### I/O nets highlighted

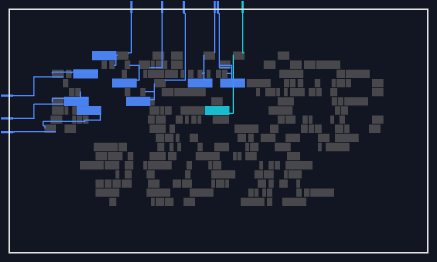
### Where the registers sit

The bar under the picture is 20 um long. Other sequential cells in the stronger grey, the rest of the logic in the fainter grey.
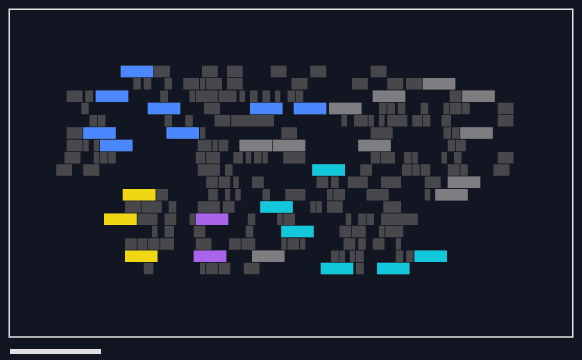
### Cells by drive strength

The bar under the picture is 20 um long.
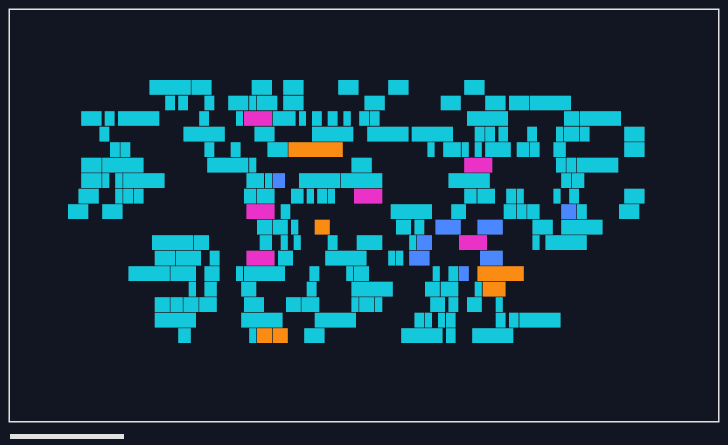
### Clock wiring as the flow saved it

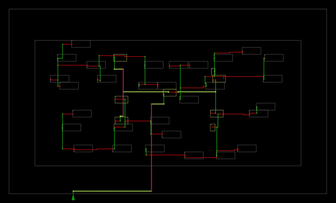
==> config.mk <==
export PLATFORM = sky130hd
export DESIGN_NAME = phy_rx_byte_sync
export DESIGN_NICKNAME = d
export VERILOG_FILES = /design/src/rtl/phy_rx_byte_sync.sv
export SDC_FILE = /design/constraint.sdc
export NUM_CORES = 1
export LEC_CHECK = 0
export CAP_MARGIN = 20
export CORE_ASPECT_RATIO = 0.5
export CORE_MARGIN = 10
export CORE_UTILIZATION = 27
export CTS_CLUSTER_SIZE = 10
export DETAILED_ROUTE_END_ITERATION = 8
export PLACE_DENSITY = 0.44
export SETUP_SLACK_MARGIN = 0.1
export SLEW_MARGIN = 20
export SYNTH_ARGS = -nofsm -noshare
export SYNTH_HDL_FRONTEND = slang
export SYNTH_SLANG_ARGS = --single-unit
==> constraint.sdc <==
create_clock -name clk_4f -period 3.5 [get_ports clk_4f]
set_input_delay 0.875 -clock clk_4f [delete_from_list [all_inputs] [get_ports clk_4f]]
set_output_delay 0.875 -clock clk_4f [all_outputs]
set_load 0.01 [all_outputs]
==> metrics.csv <==
metric;value;unit
ys async rst share;0;
RD Place Congestion;0.751;
WL final;3600;um
H-tree levels;2;
slowest CP cell;clkdlybuf4s50_1;
Total Power;0.662;mW
Max Fclk;0.379;GHz
DRC viols;0;
DP Cell Count;262;
CTS resizes;0;
Via density;4.73;
depth of the worst hold-timing path;2;
layout cells sized above 1;0.100;
min cycle time layout;2640;ps
post-synth cell types;44;
fin area;0.00191;mm2
TritonCTS clock tree;yes;
Static Leak;0.680;nW
crit end category;flip-flop;
largest net degree at the start of global routing;23;
Final setup viols;0;
Slew @ Worst Pin;602;ps
FP Rows;18;
OpenROAD warnings;27;
register share after synthesis;0.410;
CP Data Arrival Time;2850;ps
Flops after synth;30;
overall global routing resource usage;0.0843;
pwr/cell area;348;mW/mm2
die height;72.1;um
initial core utilization;0.288;
r2r setup slk;1550;ps
CP cell instances;clkdlybuf4s50_1 > nand4b_1 > o21a_1 > nand4_2 > or3_2 > a21oi_1;
crit-path max FO;13;
slowest stage delay, CP;550;ps
Pre-antenna DRT Iters;4;
Die ar.;0.00895;mm2
fin cells;270;
MaxCap Viol Count;0;
Avg Cell Area, Syn;8.82;um2
yosys stat cell total;166;
VDD IR max;0.000129;V
WL per Instance;13.3;um
later-pin clock latency in the skew report;280;ps
Final Cycle Share;0.754;
grt ovf;0;
fin nets;213;
TNS Setup;0;ps
kind of critical path;primary input to flip-flop;
Die Width;124;um
status;finished clean;
Post-Syn Nets;180;
Post-DP HPWL;2660;um
EDFF count, synth;0;
Place WS;554;ps
CP delay by family, top;simple AND/OR/NAND/NOR gates;
RSZ-0062 raised after global routing;false;
WHS;471;ps
crit path buf inv count;1;
Slew Limit Fails;0;
# hold bufs at CTS;0;
postcts setup bufs;0;
CTS Sinks;30;
Placeable Area;0.00509;mm2
initial antenna violation count;0;
Critical Path Stages;6;
Worst R2R Path Depth;5;
Post-Syn Area;0.00146;mm2
placed instance area;0.00181;mm2
HP Class;flip-flop to flip-flop;
number of DRC markers in iteration 0;76;
Back to the opening pictures, 'I/O nets highlighted':
Key: blue = data_out [bits 8, direction output, end cells 8, buffers 8, wire 243 um]; cyan = valid_out [bits 1, direction output, end cells 1, buffers 1, wire 31.6 um]
# port buffers: 28
Ports: 29

Back to the opening pictures, 'Where the registers sit':
Key: yellow = r_bc_cnt [flops 3]; blue = data_out [flops 8]; cyan = r_tmo_cnt [flops 6]; purple = r_state [flops 2]
Another 11 sequential cells are not coloured.
fin util: 0.374
Register Area: 601 um2
flop share of the area: 0.315
seq pwr: 0.341 mW

Back to the opening pictures, 'Cells by drive strength':
Key: magenta = x6 and larger [cells 6, share 3.0%]; orange = x3 and x4 [cells 6, share 3.0%]; cyan = x1 and smaller [cells 180, share 90%]; blue = x2 [cells 8, share 4.0%]
Non-Clock Buffer Count: 31
Worst Setup Slack, final: 861 ps
Area growth, synth to finish: 30.2%

Back to the opening pictures, 'Clock wiring as the flow saved it':
flop count: 30
Setup Skew: 4.80 ps
cts bufs inserted: 5
Clock group: 0.293 mW
# clk buffers: 7

[cell type report]
cell class              instances  area, um2
fillers                       560       3180
clock buffers                   7       86.3
repair buffers                 31        303
multi-input cells             129        816
flip-flops and latches         30        601
clock inverters                 1       5.00
inverters                       2       7.51
well taps                      70       87.6
[cell families after synthesis]
kind of cell / share of synthesized area
buffers and inverters: 0.0325
muxes: 0.0299
xor gates and xnor gates: 0.0180
and+or+nand+nor: 0.276
adders and majority gates: 0.0342
DFF: 0.410
AOI/OAI and AO/OA: 0.199
[per-layer routing]
| metal | track usage | share of wire |
|---|---|---|
| met3 | 0.0301 | 0.050 |
| met4 | 0.0381 | 0.014 |
| met2 | 0.121 | 0.42 |
| met1 | 0.110 | 0.52 |
| met5 | 0 | 0 |
[report_power, final]
part | internal (mW) | total [mW] | switching, mW | leakage [nW]
logic | 0.0136 | 0.0280 | 0.0145 | 0.390
registers | 0.341 | 0.341 | 0.0000507 | 0.241
clock network | 0.159 | 0.293 | 0.135 | 0.0482
[cells in the mapped netlist, drive strengths merged (2+ instances only)]
master,count,area share
a211oi,2,0.010
a21o,4,0.021
a21oi,13,0.044
a22oi,2,0.010
and3,3,0.013
buf,3,0.019
dfxtp,30,0.41
ha,4,0.034
inv,2,0.0051
mux2i,2,0.022
nand2,18,0.046
nand2b,4,0.017
nand3,14,0.051
nand3b,2,0.010
nand4b,2,0.012
nor2,14,0.036
nor3,2,0.0068
nor4,4,0.021
o21a,3,0.015
o21ai,15,0.051
or3,3,0.014
or4,2,0.010
xor2,2,0.012
[worst reg2reg max path, cell delays in order, from the launching register on]
cell and delay [ps]:
dfxtp_1 350, and2b_1 300, o21a_1 290, nand4_2 310, or3_2 490, a21oi_1 140
[cell usage in the layout (no fill, tap or decap), drive strengths merged, types with 3 or more instances in the layout]
| cell type | n |
|---|---|
| dfxtp | 30 |
| nand3 | 14 |
| o21a | 3 |
| a21o | 4 |
| nor4 | 4 |
| and3 | 3 |
| o21ai | 15 |
| buf | 3 |
| clkbuf | 7 |
| a21oi | 13 |
| nor2 | 14 |
| ha | 4 |
| nand2b | 4 |
| nand2 | 18 |
| clkdlybuf4s50 | 28 |
| or3 | 3 |
Power is estimated from default activity; no workload was simulated.
